Figure 1. Met1 routing.
Scale bar: 50 um. Supply wires on this layer in gray.
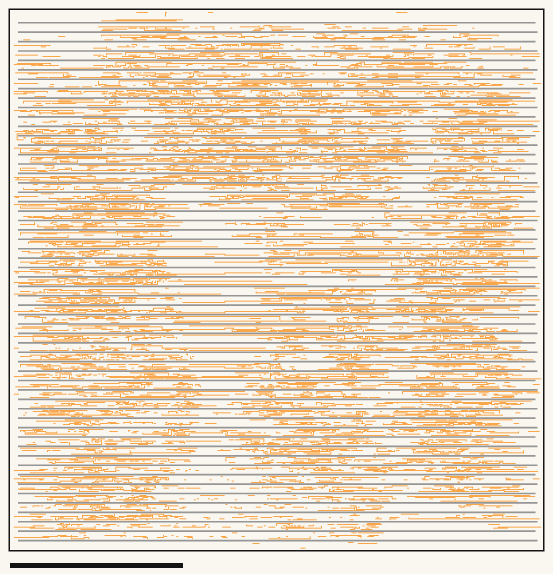
Figure 2. Metal 2.
Scale bar: 50 um.
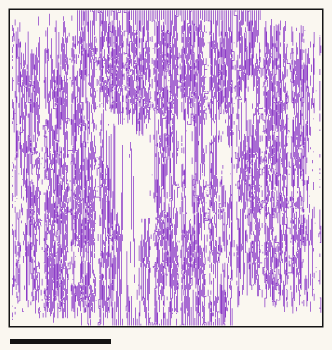
## src/rtl/perf_counter_update_pkg.sv

```systemverilog
// Shared LC-3b types plus the performance counter bank definitions:
// counter indices, event strobe layout, window constants and FSM states.
package perf_counter_update_pkg;

    typedef logic [15:0] lc3b_word;

    localparam int NUM_CTRS   = 10;
    localparam int NUM_EVENTS = 9;

    localparam lc3b_word   PERF_BASE_DEFAULT = 16'hFFE0;
    localparam logic [3:0] PERF_CTRL_OFF     = 4'd10;

    typedef enum logic [3:0] {
        PERF_BRANCH         = 4'd0,
        PERF_BRANCH_MISPRED = 4'd1,
        PERF_STALL          = 4'd2,
        PERF_L1_HIT         = 4'd3,
        PERF_L2_HIT         = 4'd4,
        PERF_EVICT_HIT      = 4'd5,
        PERF_L1_MISS        = 4'd6,
        PERF_L2_MISS        = 4'd7,
        PERF_EVICT_MISS     = 4'd8,
        PERF_CURR_STALL     = 4'd9
    } perf_idx_t;

    // Declared MSB first so that bit 0 is branch, matching perf_idx_t.
    typedef struct packed {
        logic evict_miss;
        logic l2_miss;
        logic l1_miss;
        logic evict_hit;
        logic l2_hit;
        logic l1_hit;
        logic stall;
        logic branch_mispred;
        logic branch;
    } perf_events_t;

    typedef enum logic {
        PERF_IDLE = 1'b0,
        PERF_ACK  = 1'b1
    } perf_state_t;

    // Byte address of counter idx inside a window starting at base.
    function automatic lc3b_word perf_addr(input lc3b_word base, input int idx);
        return base + lc3b_word'(2 * idx);
    endfunction

endpackage

```

## src/rtl/perf_counter_update_sat_inc.sv

```systemverilog
// Saturating +1 on one counter word: all-ones stays all-ones.
module perf_sat_inc
    import perf_counter_update_pkg::*;
(
    input  lc3b_word value,
    output lc3b_word value_inc
);

    // Increment unless already at the ceiling.
    always_comb begin
        value_inc = (value == 16'hFFFF) ? value : value + 16'd1;
    end

endmodule

```

## src/rtl/perf_counter_update.sv

```systemverilog
// Update and software access logic for the ten-register performance
// counter bank. Event strobes are registered once, then turned into
// saturating load/in pairs for the bank; a small memory-mapped window
// lets software read counters, clear them and control counting.
//
// Bus handshake: a request (mem_read or mem_write held high) is accepted
// in IDLE when its address hits the window; the next cycle is ACK, where
// mem_resp is high for exactly one cycle and mem_rdata is valid. The
// master drops its request on the edge it sees mem_resp, and ACK always
// returns to IDLE, so a request is never accepted twice. Misses get no
// response at all.
module perf_counter_update
    import perf_counter_update_pkg::*;
#(
    parameter lc3b_word PERF_BASE = PERF_BASE_DEFAULT
) (
    input  logic                  clk,
    input  logic                  reset,
    input  logic [NUM_EVENTS-1:0] ev_in,
    input  lc3b_word              ctr_out [NUM_CTRS],
    output logic [NUM_CTRS-1:0]   ctr_load,
    output lc3b_word              ctr_in [NUM_CTRS],
    input  logic                  mem_read,
    input  logic                  mem_write,
    input  lc3b_word              mem_address,
    input  lc3b_word              mem_wdata,
    output lc3b_word              mem_rdata,
    output logic                  mem_resp,
    output perf_state_t           fsm_state
);

    perf_events_t          ev_q;
    logic [NUM_EVENTS-1:0] ev_bits;
    logic                  enable;
    perf_state_t           state, state_next;
    logic                  accept;
    lc3b_word              delta;
    logic                  hit;
    logic [3:0]            offset;
    logic [NUM_CTRS-1:0]   sw_clear;
    lc3b_word              sat [NUM_CTRS];
    logic                  unused_wdata_bits;

    assign ev_bits           = ev_q;
    assign unused_wdata_bits = ^mem_wdata[15:2];

    assign delta  = mem_address - PERF_BASE;
    assign hit    = (mem_address >= PERF_BASE) && (delta <= lc3b_word'(2 * NUM_CTRS + 1));
    assign offset = delta[4:1];

    assign mem_resp  = (state == PERF_ACK);
    assign fsm_state = state;

    for (genvar g = 0; g < NUM_CTRS; g++) begin : g_inc
        perf_sat_inc u_inc (
            .value     (ctr_out[g]),
            .value_inc (sat[g])
        );
    end

    // Access FSM state register.
    always_ff @(posedge clk) begin
        if (reset) state <= PERF_IDLE;
        else       state <= state_next;
    end

    // Next state and request acceptance: accept only hits while idle.
    always_comb begin
        state_next = state;
        accept     = 1'b0;
        case (state)
            PERF_IDLE: begin
                if ((mem_read || mem_write) && hit) begin
                    accept     = 1'b1;
                    state_next = PERF_ACK;
                end
            end
            PERF_ACK:  state_next = PERF_IDLE;
            default:   state_next = PERF_IDLE;
        endcase
    end

    // Software clears: single counter write, or CTRL write with clear-all.
    always_comb begin
        sw_clear = '0;
        if (accept && mem_write) begin
            if (offset == PERF_CTRL_OFF) begin
                if (mem_wdata[1]) sw_clear = '1;
            end else begin
                sw_clear[offset] = 1'b1;
            end
        end
    end

    // Event register, enable bit and read data capture.
    always_ff @(posedge clk) begin
        if (reset) begin
            ev_q      <= '0;
            enable    <= 1'b1;
            mem_rdata <= '0;
        end else begin
            ev_q <= perf_events_t'(ev_in);
            if (accept) begin
                if (mem_write) begin
                    mem_rdata <= '0;
                    if (offset == PERF_CTRL_OFF) enable <= mem_wdata[0];
                end else if (offset == PERF_CTRL_OFF) begin
                    mem_rdata <= {15'b0, enable};
                end else begin
                    mem_rdata <= ctr_out[offset];
                end
            end
        end
    end

    // Bank load/in pairs: reset clears all, clears override increments.
    always_comb begin
        ctr_load = '0;
        for (int i = 0; i < NUM_CTRS; i++) ctr_in[i] = '0;
        if (reset) begin
            ctr_load = '1;
        end else begin
            if (enable) begin
                for (int i = 0; i < NUM_EVENTS; i++) begin
                    if (ev_bits[i]) begin
                        ctr_load[i] = 1'b1;
                        ctr_in[i]   = sat[i];
                    end
                end
                // curr_stall tracks the length of the ongoing stall run.
                if (ev_q.stall) begin
                    ctr_load[PERF_CURR_STALL] = 1'b1;
                    ctr_in[PERF_CURR_STALL]   = sat[PERF_CURR_STALL];
                end else if (ctr_out[PERF_CURR_STALL] != 16'h0000) begin
                    ctr_load[PERF_CURR_STALL] = 1'b1;
                    ctr_in[PERF_CURR_STALL]   = '0;
                end
            end
            for (int i = 0; i < NUM_CTRS; i++) begin
                if (sw_clear[i]) begin
                    ctr_load[i] = 1'b1;
                    ctr_in[i]   = '0;
                end
            end
        end
    end

endmodule

```

## config.mk

```make
export PLATFORM = sky130hd
export DESIGN_NAME = perf_counter_update
export DESIGN_NICKNAME = d
export VERILOG_FILES = /design/src/rtl/perf_counter_update_pkg.sv /design/src/rtl/perf_counter_update_sat_inc.sv /design/src/rtl/perf_counter_update.sv
export SDC_FILE = /design/constraint.sdc
export NUM_CORES = 1
export LEC_CHECK = 0
export CAP_MARGIN = 20
export CORE_AREA = 2 2 152 154
export DETAILED_ROUTE_END_ITERATION = 7
export DIE_AREA = 0 0 154 156
export GPL_TIMING_DRIVEN = 1
export PLACE_DENSITY = 0.69
export SLEW_MARGIN = 20
export SYNTH_ARGS = -nofsm -noshare
export SYNTH_HDL_FRONTEND = slang
export SYNTH_SLANG_ARGS = --single-unit
```

## constraint.sdc

```tcl
create_clock -name clk -period 2.3 [get_ports clk]
set_input_delay 0.345 -clock clk [delete_from_list [all_inputs] [get_ports clk]]
set_output_delay 0.345 -clock clk [all_outputs]
set_load 0.02 [all_outputs]
```

==> flow_summary.ini <==
; implementation run metrics
[cts]
cts.clk_slew.worst_paths_ns = 0.07
cts_hold_buffers = 0
clock_tree_from_tritoncts = yes
insertion_delay_ns = 0.26
postCtsResizedCells = 1261
post_cts_buffers = 103

[route]
drc = 2
route.vias.total = 12300
wl_met2_um = 23500
routed.top_layer = met4

[logic_synthesis]
area_fraction_in_full_adders_half_adders_and_majority_gates_pct = 2.25
synth.cellmix.compoundShare_pct = 26.0
post-synth-top-count-cell = sky130_fd_sc_hd__nor2_1
area_leaders = sky130_fd_sc_hd__nor2_1 (8.3%), sky130_fd_sc_hd__dfxtp_1 (8.1%), sky130_fd_sc_hd__xnor2_1 (7.5%)

[timing]
worst_slew_pin_slew_ns = 0.819
final_period_minus_worst_setup_slack_ns = 2.78
finalMaxSlewViolations = 0
post-route-worst-setup-slack_ns = -0.484
final-setup-viol-count = 168

[global_routing]
met1_usage_pct = 41.6
grt_pass1_vias = 12100
grt_remaining_overflow = 0

[floorplan]
core.rowCount = 55
ios = 393

[run_status]
violations = design-rule violations, negative setup slack
outcome = complete, but fails checks

[power_and_ir_drop]
irDropWorstVdd_v = 0.000289
p_seq_share_pct = 14.7

[final_layout]
share_of_cells_above_drive_strength_1_pct = 53.8

[worst_setup_path]
critPathKind = input pin to output pin
-- Figure 1 (at the start) --
main direction: horizontal
share of all routed wire: 36%
wire length on this layer: 17100 um
longest straight run: 59.3 um
nets with wire on the layer: 1801

-- Figure 2 (at the start) --
nets with wire on the layer: 1863
main direction: vertical
longest straight run: 60.2 um
share of all routed wire: 49%

## power by group through the flow
stage | combinational [mW] | clock (mW) | sequential (mW)
5_1_grt | 2.49 | 0.426 | 0.484
2_1_floorplan | 0.661 | 0 | 0.490
3_5_place_dp | 1.93 | 0 | 0.493
4_1_cts | 2.15 | 0.411 | 0.483
6_report | 2.40 | 0.409 | 0.484
3_3_place_gp | 1.92 | 0 | 0.492
## flip-flops by register name (all words and copies together), names as in the netlist
name and count:
enable 1, ev_bits 9, fsm_state 1, mem_rdata 16
## per-stage QoR
| stage | instances | hold slack [ns] | power [mW] | cell area [sq um] | setup WS (ns) |
|---|---|---|---|---|---|
| after global placement | 1974 | 0.452 | 2.41 | 13600 | -1.05 |
| after detailed placement | 1974 | 0.459 | 2.42 | 13600 | -1.07 |
| after CTS | 2082 | 0.470 | 3.04 | 15400 | -0.500 |
| after global routing | 2112 | 0.495 | 3.40 | 16800 | -0.557 |
| after floorplan | 990 | 0.473 | 1.15 | 6730 | -0.146 |
| final | 2112 | 0.467 | 3.29 | 16800 | -0.484 |
## layout make-up
class,count,area [sq um],area share [%]
sequential,27,542,3.23
inverter,17,63.8,0.381
clock buffer,3,75.1,0.448
timing repair buffer,885,8320,49.6
tap,285,357,2.13
clock inverter,1,5.00,0.0299
antenna,1,2.50,0.0149
multi-input combinational,893,7400,44.1
## final timing paths
| kind | startpoint | cells after the start | slack [ns] | to |
|---|---|---|---|---|
| hold reg to reg | mem_rdata[0] | 2 | 0.47 | mem_rdata[0] |
| setup / recovery | ctr_out[35] | 7 | -0.48 | ctr_in[43] |
| hold / removal | mem_rdata[0] | 2 | 0.47 | mem_rdata[0] |
| setup reg to reg | fsm_state | 7 | 0.47 | mem_rdata[11] |
Power is estimated from default activity; no workload was simulated.
